Fig. 1: run 1, pin placement
Drawn at 3 px/um. Pins as bars across the die edge, other pins in grey.
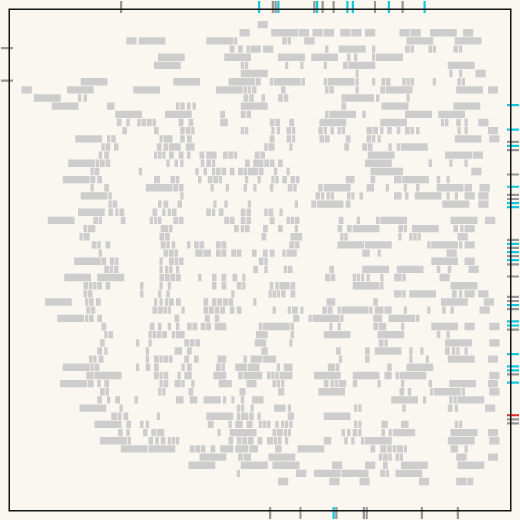
Fig. 2: run 1, cell sizes after repair
Drawn at 3 px/um.
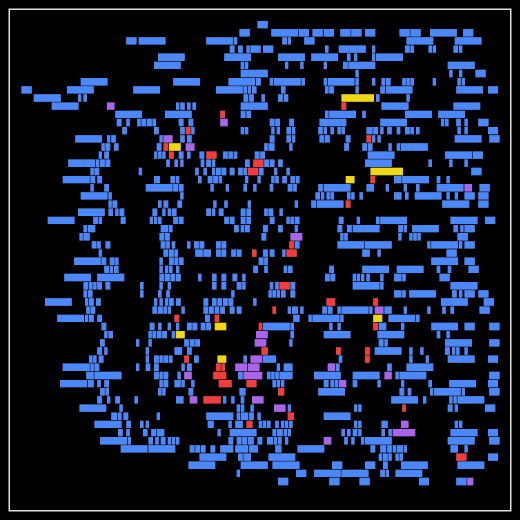
Fig. 3: run 1, nets reached from selected ports
Drawn at 1.5 px/um.
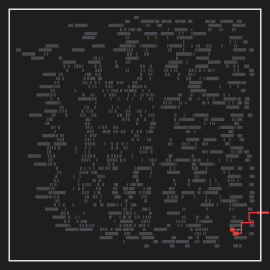
Fig. 4: run 1, logic cells by family
Drawn at 3 px/um.
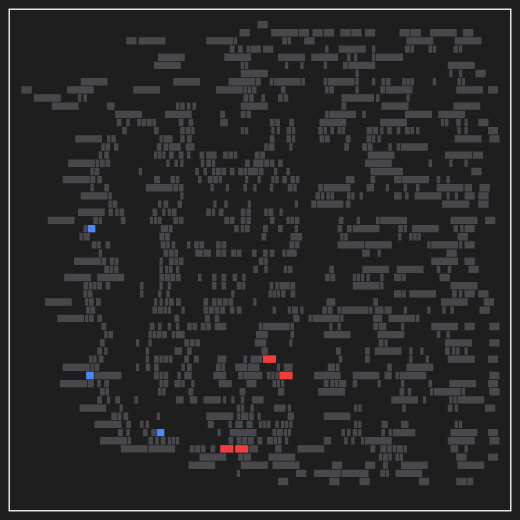
==> src/rtl/i2s_rx_deserializer_pkg.sv <==
// audipus_i2s_pkg: shared state enum and default sizing for the I2S receive path.
// Holds the FSM states, default SAMPLE_W/MIN_SLOT/MAX_SLOT and the slot counter width.
package audipus_i2s_pkg;
  typedef enum logic [1:0] {IDLE, SYNC, LEFT, RIGHT} state_t;
  localparam int SAMPLE_W_DEF = 24;
  localparam int MIN_SLOT_DEF = 16;
  localparam int MAX_SLOT_DEF = 64;
  localparam int CNT_W = 7;
endpackage

==> src/rtl/i2s_rx_deserializer_if.sv <==
// i2s_rx_deserializer_if: stereo sample valid/ready bus between receiver and consumer.
// master (receiver): drives sample_l, sample_r, sample_valid; reads sample_ready.
// slave (consumer): reads the pair and valid; drives sample_ready.
interface i2s_rx_deserializer_if
  import audipus_i2s_pkg::*;
#(parameter int SAMPLE_W = SAMPLE_W_DEF);
  logic [SAMPLE_W-1:0] sample_l;
  logic [SAMPLE_W-1:0] sample_r;
  logic sample_valid;
  logic sample_ready;
  modport master (output sample_l, sample_r, sample_valid, input sample_ready);
  modport slave (input sample_l, sample_r, sample_valid, output sample_ready);
endinterface

==> src/rtl/i2s_rx_deserializer_sync.sv <==
// i2s_rx_sync: 2-FF synchronizers for bclk/lrclk/d plus a registered bclk rising-edge strobe.
// Inputs: clk, reset, bclk, lrclk, d (asynchronous pins).
// Outputs: bclk_rise (one-cycle strobe), lr and dat (aligned with the strobe).
module i2s_rx_sync (
  input  logic clk,
  input  logic reset,
  input  logic bclk,
  input  logic lrclk,
  input  logic d,
  output logic bclk_rise,
  output logic lr,
  output logic dat
);
  logic [2:0] b;
  logic [1:0] l, s;
  always_ff @(posedge clk or posedge reset)
    if (reset) begin
      b <= '0;
      l <= '0;
      s <= '0;
      bclk_rise <= 1'b0;
      lr <= 1'b0;
      dat <= 1'b0;
    end else begin
      b <= {b[1:0], bclk};
      l <= {l[0], lrclk};
      s <= {s[0], d};
      bclk_rise <= b[1] & ~b[2];
      lr <= l[1];
      dat <= s[1];
    end
endmodule

==> src/rtl/i2s_rx_deserializer.sv <==
// i2s_rx_deserializer: I2S receive deserializer producing left/right pairs on a valid/ready bus.
// Ports: clk, reset (async, active high), enable, i2s_bclk/i2s_lrclk/i2s_d pins,
// pcm (i2s_rx_deserializer_if.master), frame_err and overrun pulses, locked.
// Optional macro I2S_RX_ERR_CNT_EN adds err_count, a saturating count of error pulses.
module i2s_rx_deserializer
  import audipus_i2s_pkg::*;
#(
  parameter int SAMPLE_W = SAMPLE_W_DEF,
  parameter int MIN_SLOT = MIN_SLOT_DEF,
  parameter int MAX_SLOT = MAX_SLOT_DEF
) (
  input  logic clk,
  input  logic reset,
  input  logic enable,
  input  logic i2s_bclk,
  input  logic i2s_lrclk,
  input  logic i2s_d,
  i2s_rx_deserializer_if.master pcm,
  output logic frame_err,
  output logic overrun,
  output logic locked
`ifdef I2S_RX_ERR_CNT_EN
  ,
  output logic [15:0] err_count
`endif
);
  localparam logic [CNT_W-1:0] W_C = CNT_W'(SAMPLE_W);
  localparam logic [CNT_W:0] MIN_C = (CNT_W+1)'(MIN_SLOT);
  localparam logic [CNT_W:0] MAX_C = (CNT_W+1)'(MAX_SLOT);
  state_t state, state_nx;
  logic rise, lr, d, lr_prev, bnd, bad_len, load_l, load_o, err;
  logic [CNT_W-1:0] cnt, shamt;
  logic [CNT_W:0] len;
  logic [SAMPLE_W-1:0] sr, sr_nx, word, left_w;
  i2s_rx_sync u_sync (
    .clk(clk), .reset(reset), .bclk(i2s_bclk), .lrclk(i2s_lrclk), .d(i2s_d),
    .bclk_rise(rise), .lr(lr), .dat(d)
  );
  // cnt is the bit index within the slot; the boundary edge itself carries the old slot's LSB,
  // so the slot length seen at a boundary is cnt + 1.
  assign bnd = rise && (lr != lr_prev);
  assign len = {1'b0, cnt} + 1'b1;
  assign bad_len = len < MIN_C || len > MAX_C;
  assign sr_nx = cnt < W_C ? {sr[SAMPLE_W-2:0], d} : sr;
  assign shamt = cnt + 1'b1 < W_C ? W_C - cnt - 1'b1 : '0;
  assign word = sr_nx << shamt;
  assign locked = state == LEFT || state == RIGHT;
  always_ff @(posedge clk or posedge reset)
    if (reset) state <= IDLE;
    else state <= state_nx;
  always_comb begin
    state_nx = state;
    load_l = 1'b0;
    load_o = 1'b0;
    err = 1'b0;
    if (!enable) state_nx = IDLE;
    else
      case (state)
        IDLE: state_nx = SYNC;
        SYNC: state_nx = bnd && !lr ? LEFT : SYNC;
        LEFT, RIGHT:
          if (bnd) begin
            err = bad_len;
            load_l = !bad_len && state == LEFT;
            load_o = !bad_len && state == RIGHT;
            state_nx = bad_len ? SYNC : state == LEFT ? RIGHT : LEFT;
          end
        default: state_nx = IDLE;
      endcase
  end
  always_ff @(posedge clk or posedge reset)
    if (reset) begin
      lr_prev <= 1'b0;
      cnt <= '0;
      sr <= '0;
      left_w <= '0;
      pcm.sample_l <= '0;
      pcm.sample_r <= '0;
      pcm.sample_valid <= 1'b0;
      frame_err <= 1'b0;
      overrun <= 1'b0;
    end else begin
      if (rise) lr_prev <= lr;
      if (!enable || state == IDLE) begin
        cnt <= '0;
        sr <= '0;
      end else if (rise) begin
        cnt <= bnd ? '0 : &cnt ? cnt : cnt + 1'b1;
        sr <= bnd ? '0 : sr_nx;
      end
      if (load_l) left_w <= word;
      if (load_o) begin
        pcm.sample_l <= left_w;
        pcm.sample_r <= word;
      end
      pcm.sample_valid <= enable && (load_o || (pcm.sample_valid && !pcm.sample_ready));
      frame_err <= err;
      overrun <= load_o && pcm.sample_valid && !pcm.sample_ready;
    end
`ifdef I2S_RX_ERR_CNT_EN
  logic [16:0] err_sum;
  assign err_sum = {1'b0, err_count} + {16'd0, frame_err} + {16'd0, overrun};
  always_ff @(posedge clk or posedge reset)
    if (reset) err_count <= '0;
    else err_count <= err_sum[16] ? 16'hFFFF : err_sum[15:0];
`endif
endmodule
==> src/flat_wrapper.sv <==
// flat-port wrapper written by rule: the top's interface ports become plain ports
module i2s_rx_deserializer_flat import audipus_i2s_pkg::*;
#(
  parameter int SAMPLE_W = SAMPLE_W_DEF,
  parameter int MIN_SLOT = MIN_SLOT_DEF,
  parameter int MAX_SLOT = MAX_SLOT_DEF
)
  (clk, reset, enable, i2s_bclk, i2s_lrclk, i2s_d, frame_err, overrun, locked, pcm_sample_l, pcm_sample_r, pcm_sample_valid, pcm_sample_ready);
  i2s_rx_deserializer_if #(.SAMPLE_W(SAMPLE_W)) pcm_i ();
  input  logic clk;
  input  logic reset;
  input  logic enable;
  input  logic i2s_bclk;
  input  logic i2s_lrclk;
  input  logic i2s_d;
  output logic frame_err;
  output logic overrun;
  output logic locked;
  output wire logic [$bits(pcm_i.sample_l)-1:0] pcm_sample_l;
  output wire logic [$bits(pcm_i.sample_r)-1:0] pcm_sample_r;
  output wire logic [$bits(pcm_i.sample_valid)-1:0] pcm_sample_valid;
  input wire logic [$bits(pcm_i.sample_ready)-1:0] pcm_sample_ready;
  assign pcm_sample_l = pcm_i.sample_l;
  assign pcm_sample_r = pcm_i.sample_r;
  assign pcm_sample_valid = pcm_i.sample_valid;
  assign pcm_i.sample_ready = pcm_sample_ready;
  i2s_rx_deserializer #(.SAMPLE_W(SAMPLE_W), .MIN_SLOT(MIN_SLOT), .MAX_SLOT(MAX_SLOT)) u_core (.clk(clk), .reset(reset), .enable(enable), .i2s_bclk(i2s_bclk), .i2s_lrclk(i2s_lrclk), .i2s_d(i2s_d), .pcm(pcm_i), .frame_err(frame_err), .overrun(overrun), .locked(locked));
endmodule
==> config.mk <==
export PLATFORM = sky130hd
export DESIGN_NAME = i2s_rx_deserializer_flat
export DESIGN_NICKNAME = d
export VERILOG_FILES = /design/src/rtl/i2s_rx_deserializer_pkg.sv /design/src/rtl/i2s_rx_deserializer_if.sv /design/src/rtl/i2s_rx_deserializer_sync.sv /design/src/rtl/i2s_rx_deserializer.sv /design/src/flat_wrapper.sv
export SDC_FILE = /design/constraint.sdc
export NUM_CORES = 1
export LEC_CHECK = 0
export ABC_AREA = 1
export CAP_MARGIN = 30
export CORE_MARGIN = 3
export CORE_UTILIZATION = 25
export CTS_BUF_LIST = sky130_fd_sc_hd__clkbuf_2
export CTS_CLUSTER_SIZE = 12
export DETAILED_ROUTE_END_ITERATION = 10
export PLACE_DENSITY_LB_ADDON = 0.05
export REMOVE_ABC_BUFFERS = 1
export SYNTH_ARGS = -nofsm -noshare
export SYNTH_HDL_FRONTEND = slang
export SYNTH_SLANG_ARGS = --single-unit
==> constraint.sdc <==
create_clock -name clk -period 5.94 [get_ports clk]
set_clock_uncertainty 0.05 [all_clocks]
set_input_delay 1.782 -clock clk [delete_from_list [all_inputs] [get_ports clk]]
set_output_delay 1.782 -clock clk [all_outputs]
set_load 0.02 [all_outputs]
==> impl.org, run 1 <==
#+TITLE: Implementation results

** Status
- The flow ran to the end, and the final reports show no timing, DRC or antenna violations.

** Synth
- The cell-mix breakdown from Yosys lists the adder-cell area share as less than 1%.
- The stat command in Yosys gives a chip area of 0.00646 sq mm.
- Multiplexer cells account for 0% of the synthesized area.
- In this run, the synthesized area fraction spent on xor and xnor cells is recorded as 0.523%.
- Fraction of synthesis flops using an asynchronous set or reset pin :: 100%
- Area leader, netlist :: sky130_fd_sc_hd__dfrtp_1
- Average instance area after synthesis :: 7.56 sq um

** Setup path
- Path depth of the worst reg2reg path :: 13
- The report lists the cells along the critical path as clkdlybuf4s50_1.
- Delay of the slowest cell on the worst path :: between 0.6 and 0.7 ns
- For the worst setup path, the data required time is 4.11 ns.
- Maximum fanout encountered on the critical timing path :: 7
- The setup check on the worst reg-to-reg path leaves a slack of ~2.5 ns.

** Timing
- Derived from the worst setup path, the maximum achievable clock frequency is 0.266 GHz.
- Least-Margin Pin Slew :: 0.858 ns
- The routed design could run at a clock period as short as 3.75 ns.
- Total of endpoints with negative setup slack in the final report :: 0
- The worst-case max-slew headroom was logged as 42.5%.
- Final hold violation count :: 0

** Clock tree
- Number of buffers added to fix hold violations after cts :: 0
- No sink is reached through more buffers than the 2 on the longest clock path.
- Clock latency on the worst-skew pair :: ~0.70 ns

** Route
- Detailed routing inserted a total of 5769 vias.
- The wire length recorded after detailed routing is 18500 um.
- According to the report, the first pass of detailed routing completed in 4 iterations.

** Global route
- The via count of the first global-routing pass came to ~5600.
- Maximum number of pins on one net before global-route repair :: 67
- Aggregate global routing overflow :: 0
- The first global-routing pass estimated 30800 um of wire.

** Floorplan
- Core outline area :: 0.0253 sq mm
- The report lists the number of standard-cell rows as approximately 58.
- The die covers roughly 0.028 sq mm.

** Place
- Prior to clock tree synthesis, the placed netlist has a worst setup slack of 1.98 ns.

** Power
- The power report lists cell-internal power as 1.06 mW.

** Layout
- Final core utilization :: 29.8%

** Min path
- Worst hold start :: u_core.u_sync.b[0]
Notes on Fig. 1 above:
[`pcm_sample_ready`] red | pins: 1 | direction: input | edge: east
[`pcm_sample_l`] cyan | pins: 24 | direction: output | edge: 16 east, 7 north, 1 south
all pins by edge: 34 east, 15 north, 8 south, 2 west
vertical die dimension: 167 um
Die Width: 167 um

Notes on Fig. 2 above:
[x6 and larger] yellow | cells: 8 | share: 0.89% | most used: inv_6
[x2] red | cells: 38 | share: 4.2% | most used: clkbuf_2
[x1 and smaller] blue | cells: 833 | share: 92% | most used: nand2_1
[x3 and x4] purple | cells: 24 | share: 2.7%
non-clock buffer count in the final layout: 65
Layout Cell Area excl Fill: 0.00752 sq mm
Synth-to-Final Area Change: 16.6%
smallest setup slack after layout: 2.19 ns

Notes on Fig. 3 above:
[`pcm_sample_ready`] red | direction: input | edge: east | end cells: 2 | buffers: 1 | wire: 37.7 um
# port buffers: 58
I/O pin count: 59

Notes on Fig. 4 above:
[fa/ha/maj cells] red | cells: 4 | most used: ha_1 | where: south
[non-inverting ao/oa cells] blue | cells: 3 | most used: o21a_1
Cell Count, Final, Fillers Out: 1235
most common cell after layout, fill and taps aside: sky130_fd_sc_hd__nand2_1

[run 1: cell type report]
type / instances / area, sq um / area share, %
Multi-Input combinational cell: 624 / 3000 / 39.9
Sequential cell: 119 / 2980 / 39.6
Timing Repair Buffer: 65 / 633 / 8.41
Tap cell: 330 / 413 / 5.49
Inverter: 63 / 240 / 3.19
Clock inverter: 14 / 166 / 2.21
Clock buffer: 18 / 90.1 / 1.20
Antenna cell: 2 / 5.00 / 0.0665
[run 1: how the worst max path moves through the flow]
stage	endpoint	slack, ns	depth (start not counted)
global route	locked	2.00	1
CTS	locked	2.07	1
floorplan	u_core.cnt[0]	0.95	1
finish	locked	2.19	1
detailed placement	u_core.left_w[10]	1.98	7
global placement	u_core.left_w[11]	2.09	8
[run 1: cell families after synthesis]
group,after synthesis
DFF,119
AOI/OAI and AO/OA,112
and+or+nand+nor,505
adders and majority gates,4
xor gates and xnor gates,3
buffers and inverters,111
[run 1: layer usage]
layer / vias to the layer above / global-route usage, % / wire length [um] / share of wire, %
met5: - / 0 / 0 / 0
met4: 0 / 3.91 / 163 / 0.88
met3: 9 / 2.30 / 622 / 3.4
met2: 112 / 21.2 / 8220 / 44
met1: 2748 / 19.6 / 9520 / 51
li1: 2900 / - / - / -
[run 1: power by group through the flow]
stage	sequential [mW]	combinational, mW	clock (mW)
2_1_floorplan	0.837	0.0827	0
3_3_place_gp	0.837	0.123	0
3_5_place_dp	0.837	0.123	0
4_1_cts	0.824	0.124	0.616
5_1_grt	0.825	0.139	0.648
6_report	0.823	0.121	0.579
[run 1: through the flow]
stage               hold WS [ns]  instance area (sq um)  power [mW]
floorplan                  0.281                   6210       0.920
detailed placement         0.285                   7260       0.961
finish                     0.317                   7520        1.52
CTS                        0.332                   7520        1.56
global placement           0.284                   7260       0.960
global route               0.339                   7520        1.61
Fig. 5: run 1, cell placement
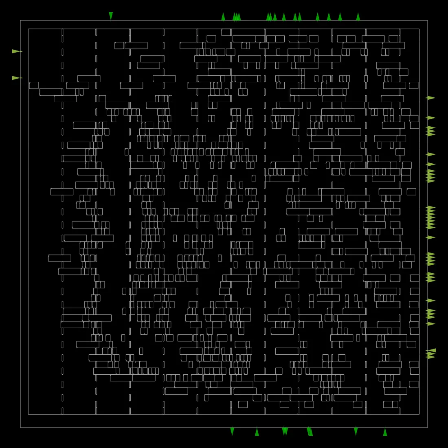

## Run 2: what changed since run 1
==> constraint.sdc (replaced) <==
create_clock -name clk -period 3.7 [get_ports clk]
set_clock_uncertainty 0.05 [all_clocks]
set_input_delay 1.11 -clock clk [delete_from_list [all_inputs] [get_ports clk]]
set_output_delay 1.11 -clock clk [all_outputs]
set_load 0.02 [all_outputs]
Fig. 6: run 2, cell placement
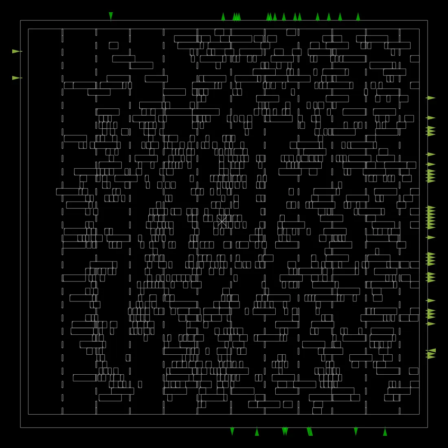
sequential portion of the cell area: 39.1%
Cell Count, Final, Fillers Out: 1242
tapcell count: 330
core outline area: 0.0253 sq mm

Fig. 7: run 2, nets reached from selected ports
Drawn at 1.5 px/um.
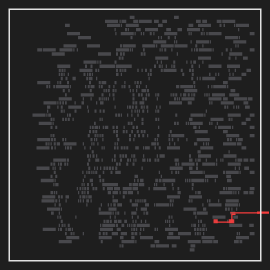
[`pcm_sample_ready`] red | direction: input | edge: east | end cells: 2 | buffers: 1 | wire: 37.2 um

Fig. 8: run 2, logic cells by family
Drawn at 3 px/um.
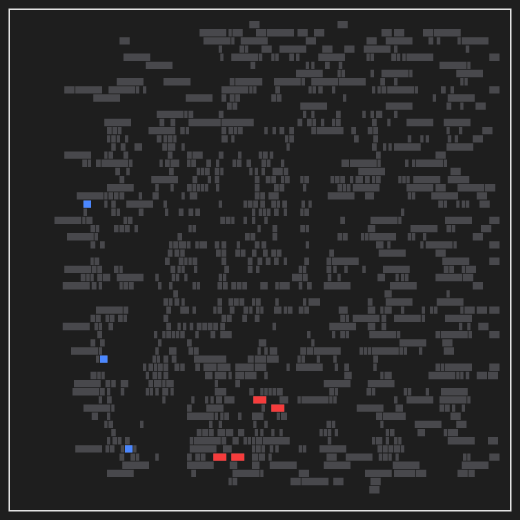
[fa/ha/maj cells] red | cells: 4 | most used: ha_1 | where: south
[non-inverting ao/oa cells] blue | cells: 3 | most used: o21a_1
fraction of standard cell area in multi-input logic: 39.4%

==> run 2 against run 1 <==
The flow now finishes with violations (design-rule violations). Utilization rose by 0.33 points. Clock-buffer cell count fell by 1. First-iteration DRC count rose by 33%. Combinational power rose by 68%. Critical endpoint is now u_core.pcm.sample_r[22]. Worst setup slack got worse by 1.7 ns. Register-to-register slack got worse by 2.0 ns. Critical path depth rose by 14. Die area did not move. Sequential power rose by about 60%. Via count rose by 1.6%. Area after synthesis did not move. Wire length rose by 4.0%.
==> impl.org, run 2 <==
#+TITLE: Implementation results

** Setup path
- The largest single stage delay on the critical path is between 0.5 and 0.6 ns.
- In this run the register-to-register setup slack is 0.47 ns.
- The report puts the cell count of the worst reg-to-reg path at 15.
- For reference, the critical path is captured by u_core.pcm.sample_r[22].
- Maximum fanout encountered on the critical timing path :: 21
- Traced cell by cell, the critical path runs through ha_1 -> nand3_1 -> inv_1 -> nand2_1 -> nand2_2 -> nand4_2 -> buf_4 -> nand3_1 -> nand3_1 -> nand3_1 -> nand3_1 -> nand2_1 -> nand2_1 -> nand3_1 -> nand2_1.
- At the worst endpoint, the required time is 4.24 ns.

** Layout
- In this run the layout overhead on the synthesized area is reported as 17.8%.
- The top cell type in the final layout, fill and taps aside, is sky130_fd_sc_hd__nand2_1.

** Timing
- The max-slew check reports its worst relative slack as 43.4%.
- Counting endpoints that fail hold in the final report gives 0.
- Hold is met by 0.321 ns.
- Setup slack closes at 0.472 ns.
- For the pin with the worst max-slew slack, the measured transition is 0.845 ns.
- Counting I/O delays and the setup requirement, the final critical path takes roughly 3.2 ns.
- Setup violations remaining at the end of the flow were counted as 0.

** Global route
- Global routing's busiest layer :: met2
- Number of global-route vias before repair :: 5832
- Global routing consumed, on the met1 layer, roughly a fifth of the routing resources.
- Aggregate global routing overflow :: 0

** Route
- Count of unresolved DRC violations after routing :: 1
- Total via count in the routed design :: between 5000 and 6000
- DR pass1 iterations :: 9

** Power
- Power attributed to combinational cells :: 203 uW
- The internal portion of the total power is 1.75 mW.
- Per report_power, the Clock row totals ~950 uW.
- Top contributor to total power :: registers

** Floorplan
- Cell row count :: 58
- Vertical die dimension :: 167 um
- I/O pin count :: roughly 59

** Status
- Result of the run :: complete, but fails checks
- The final reports fail on design-rule violations.

** Clock tree
- Clock latency on the worst-skew pair :: 0.69 ns

** Synth
- Fraction of synthesis flops using an asynchronous set or reset pin :: 100%

** Place
- Worst Setup Slack post-DPL :: 0.556 ns
run 2: cell types whose count changed in the layout (fill, tap and decap cells not counted), sizes merged:
cell / previous run / this run
clkinv: 4 / 8
buf: 7 / 14
inv: 68 / 64
clkbuf: 18 / 17
bufinv: 2 / 3
run 2: worst max-delay path: cells and delay by family, from the launching register on:
| family | cells | cell delay [ns] |
|---|---|---|
| buffers and inverters | 2 | 0.52 |
| AND/OR/NAND/NOR | 12 | 1.70 |
| adder cells (fa/ha/maj) | 1 | 0.28 |
| flip-flops | 1 | 0.58 |
run 2: area by class of cell:
cell class / instances / area [sq um]
Inverter: 63 / 240
Timing Repair Buffer: 72 / 711
Antenna cell: 2 / 5.00
Clock inverter: 15 / 178
Tap cell: 330 / 413
Clock buffer: 17 / 85.1
Sequential cell: 119 / 2980
Fill cell: 2729 / 17600
Multi-Input combinational cell: 624 / 3000
run 2: metal layers:
layer	part of all wire [%]	vias to the layer above
met3	3.6	15
met4	1.0	0
met5	0	-
met1	50	2808
li1	-	2909
met2	45	130
run 2: cell families (layout without fill, tap and decap cells):
family | after synthesis | in the layout | share of synthesized area (%)
AND-OR/OR-AND | 112 | 112 | 9.59
XOR/XNOR | 3 | 3 | 0.523
adder cells (fa/ha/maj) | 4 | 4 | 0.775
buffers and inverters | 111 | 167 | 7.56
flip-flops | 119 | 119 | 46.1
other | 0 | 2 | 0
AND/OR/NAND/NOR | 505 | 505 | 35.4
run 2: metrics by stage:
| stage | utilization [%] | power (mW) | cell area (sq um) |
|---|---|---|---|
| after detailed placement | 29.1 | 1.55 | 7340 |
| after global routing | 30.1 | 2.61 | 7610 |
| after global placement | 29.1 | 1.55 | 7340 |
| after floorplan | - | 1.48 | 6210 |
| final | 30.1 | 2.47 | 7610 |
| after CTS | 30.1 | 2.53 | 7600 |
## Run 3: what changed since run 2
--- a/config.mk
+++ b/config.mk
@@ -12,6 +12,7 @@
 export CTS_BUF_LIST = sky130_fd_sc_hd__clkbuf_2
 export CTS_CLUSTER_SIZE = 12
 export DETAILED_ROUTE_END_ITERATION = 10
+export MAX_ROUTING_LAYER = met4
 export PLACE_DENSITY_LB_ADDON = 0.05
 export REMOVE_ABC_BUFFERS = 1
 export SYNTH_ARGS = -nofsm -noshare
Fig. 9: run 3, cell sizes after repair
Drawn at 3 px/um.
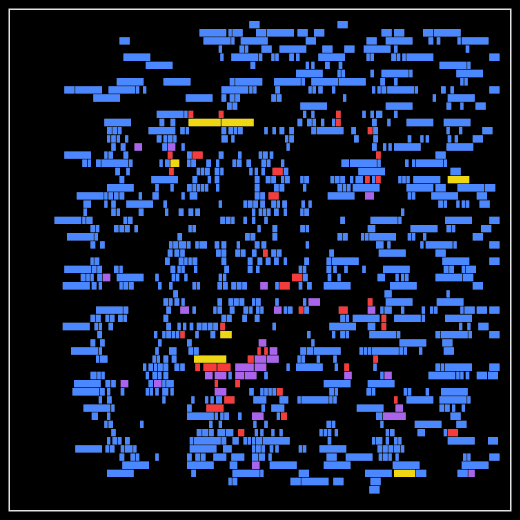
[x1 and smaller] blue | cells: 834 | share: 92% | most used: nand2_1
[x6 and larger] yellow | cells: 7 | share: 0.77% | most used: bufinv_16
[x3 and x4] purple | cells: 29 | share: 3.2% | most used: buf_4
[x2] red | cells: 40 | share: 4.4% | most used: clkbuf_2
Layout Cell Area excl Fill: 0.00761 sq mm
non-clock buffer count in the final layout: 72
Synth-to-Final Area Change: 17.8%
smallest setup slack after layout: 0.493 ns

Fig. 10: run 3, logic cells by family
Drawn at 3 px/um.
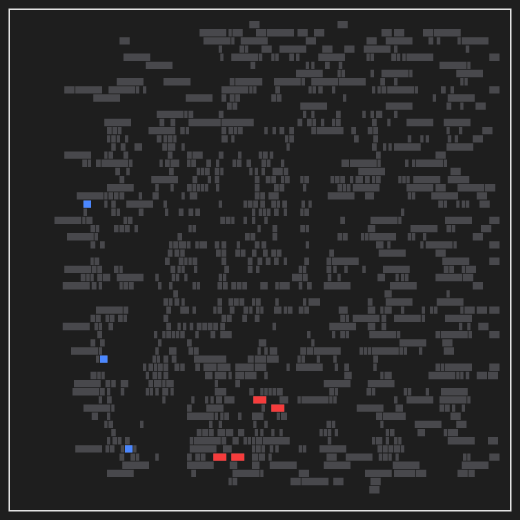
[fa/ha/maj cells] red | cells: 4 | most used: ha_1 | where: south
[non-inverting ao/oa cells] blue | cells: 3 | most used: o21a_1

==> run 3 against run 2 <==
The run still ends with design-rule violations left. Flip-flop count unchanged. Cell count unchanged. Largest power group unchanged. Die area stayed put. Fmax up 0.67%. Clock power about the same. First-iteration DRC count decreased by 10%.
==> impl.org, run 3 <==
#+TITLE: Implementation results

** Timing
- The max-slew check reports its worst relative slack as between 40% and 50%.
- Max Freq :: about 0.31 GHz
- Shortest period the worst path allows :: 3.21 ns
- Final hold violation count :: 0
- The last timing report of the flow puts the setup violation total at 0.
- RSZ-0062 raised after global routing :: false
- Least-Margin Pin Slew :: 0.894 ns
- Hold timing on the final database bottoms out at a slack of about 0.32 ns.

** Synth
- Of all flip-flops after synthesis, the portion carrying an async set or reset was 100%.
- Synth top cells by count :: 289 x sky130_fd_sc_hd__nand2_1, 163 x sky130_fd_sc_hd__nand3_1, 119 x sky130_fd_sc_hd__dfrtp_1
- Dividing the synthesized area by the synthesized cell count gives 7.56 sq um.
- Synthesis area per yosys :: 0.00646 sq mm
- The synthesized design spends more area on one cell type than any other, namely sky130_fd_sc_hd__dfrtp_1.

** Global route
- Summed over all layers, the global routing overflow is 0.
- Maximum number of pins on one net before global-route repair :: around 67
- Global-route wire length before repair :: between 30000 and 40000 um

** Power
- Total power :: 2.47 mW
- Sequential logic power :: 1.32 mW
- The largest part of the power goes to registers.
- In this run, power in the clock network comes to ~950 uW.
- Int Pwr :: between 1.5 and 2 mW
- Summed over all combinational cells, the power is 203 uW.

** Floorplan
- Cell row count :: between 50 and 60
- The overall die size recorded for this design is 0.0278 sq mm.
- Core outline area :: 0.0253 sq mm
- I/O pin count :: 59
- According to the floorplan report, the die width is 167 um.
- The die is 167 um tall.

** Layout
- Most common cell after layout, fill and taps aside :: sky130_fd_sc_hd__nand2_1
- The filler cells instantiated in the layout total 2729.

** Route
- The first TritonRoute pass finished after 8 iterations.
- Summed over all layers, the routed wires come to 19300 um.
- Count of unresolved DRC violations after routing :: 1
- Total via count in the routed design :: 5852

** Clock tree
- Per the CTS log, the buffer count on the longest clock path is 2.
- TritonCTS built the clock tree.
- The post-CTS hold buffer count recorded in the log is 0.
- Clock latency on the worst-skew pair :: 0.70 ns

** Setup path
- Together, buffers and inverters on the worst path number 2.
- The critical path endpoint has a required time of 4.28 ns.
- In this run the worst path has a maximum fanout of 21.
- Ordered list of cells on the worst path :: ha_1 -> nand3_1 -> inv_1 -> nand2_1 -> nand2_2 -> nand4_2 -> buf_4 -> nand2_1 -> nand3_1 -> nand3_1 -> nand3_1 -> nand3_1 -> nand3_1 -> nand2_1
- CP delay by family, top :: simple AND/OR/NAND/NOR gates
- The longest incremental delay of any stage on the critical path is reported as 0.58 ns.
- STA classifies the critical path startpoint as a flop.

** Place
- Placed cell areas :: 0.00734 sq mm
- # port buffers :: 58
- The congestion estimate from routability-driven global placement came to 0.841.

** Status
- Violated checks :: design-rule violations
- The run finished, with violations left.
Fig. 11: run 3, pin placement
Drawn at 3 px/um. Pins as bars across the die edge, other pins in grey.
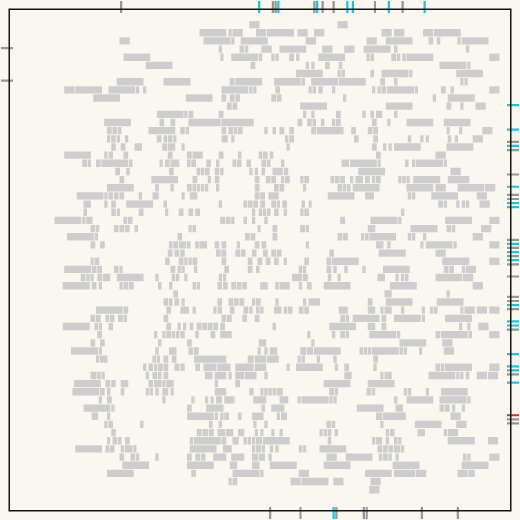
[`pcm_sample_ready`] red | pins: 1 | direction: input | edge: east
[`pcm_sample_l`] cyan | pins: 24 | direction: output | edge: 16 east, 7 north, 1 south
all pins by edge: 34 east, 15 north, 8 south, 2 west

-- run 3: final timing paths --
| check | from | to | slack [ns] | cells after the start |
|---|---|---|---|---|
| max in group asynchronous | reset | u_core.sr[1] | 2.21 | 3 |
| min | u_core.u_sync.l[1] | u_core.u_sync.lr | 0.32 | 0 |
| max | u_core.cnt[1] | u_core.pcm.sample_r[20] | 0.49 | 14 |
| max reg2reg | u_core.cnt[1] | u_core.pcm.sample_r[20] | 0.49 | 14 |
| min in group asynchronous | reset | u_core.pcm.sample_l[13] | 0.70 | 2 |
| min reg2reg | u_core.u_sync.l[1] | u_core.u_sync.lr | 0.32 | 0 |
-- run 3: metal layers --
metal,GRT usage [%],wire length [um]
met3,2.90,644
met5,-,0
met4,3.77,214
met1,20.2,9700
met2,21.7,8700
-- run 3: final cells by class --
cell class	instances	area (sq um)	area share [%]
multi-input cells	624	3000	39.4
clock buffers	17	85.1	1.12
inverters	63	240	3.16
diodes	2	5.00	0.0658
well taps	330	413	5.43
clock inverters	15	178	2.34
flip-flops and latches	119	2980	39.1
repair buffers	72	711	9.34
-- run 3: cells by family after synthesis --
family / after synthesis / synth area share, %
compound gates: 112 / 9.59
fa+ha+maj: 4 / 0.775
simple gates: 505 / 35.4
xor+xnor: 3 / 0.523
flops: 119 / 46.1
buf+inv: 111 / 7.56
-- run 3: stage by stage --
| stage | worst slack (ns) | utilization (%) | std cells |
|---|---|---|---|
| floorplan | -0.617 | - | 806 |
| global placement | 0.570 | 29.1 | 1208 |
| detailed placement | 0.556 | 29.1 | 1208 |
| CTS | 0.498 | 30.1 | 1240 |
| global route | 0.157 | 30.1 | 1242 |
| finish | 0.493 | 30.1 | 1242 |
No activity file was given, so power comes from the tool's default toggle rates.
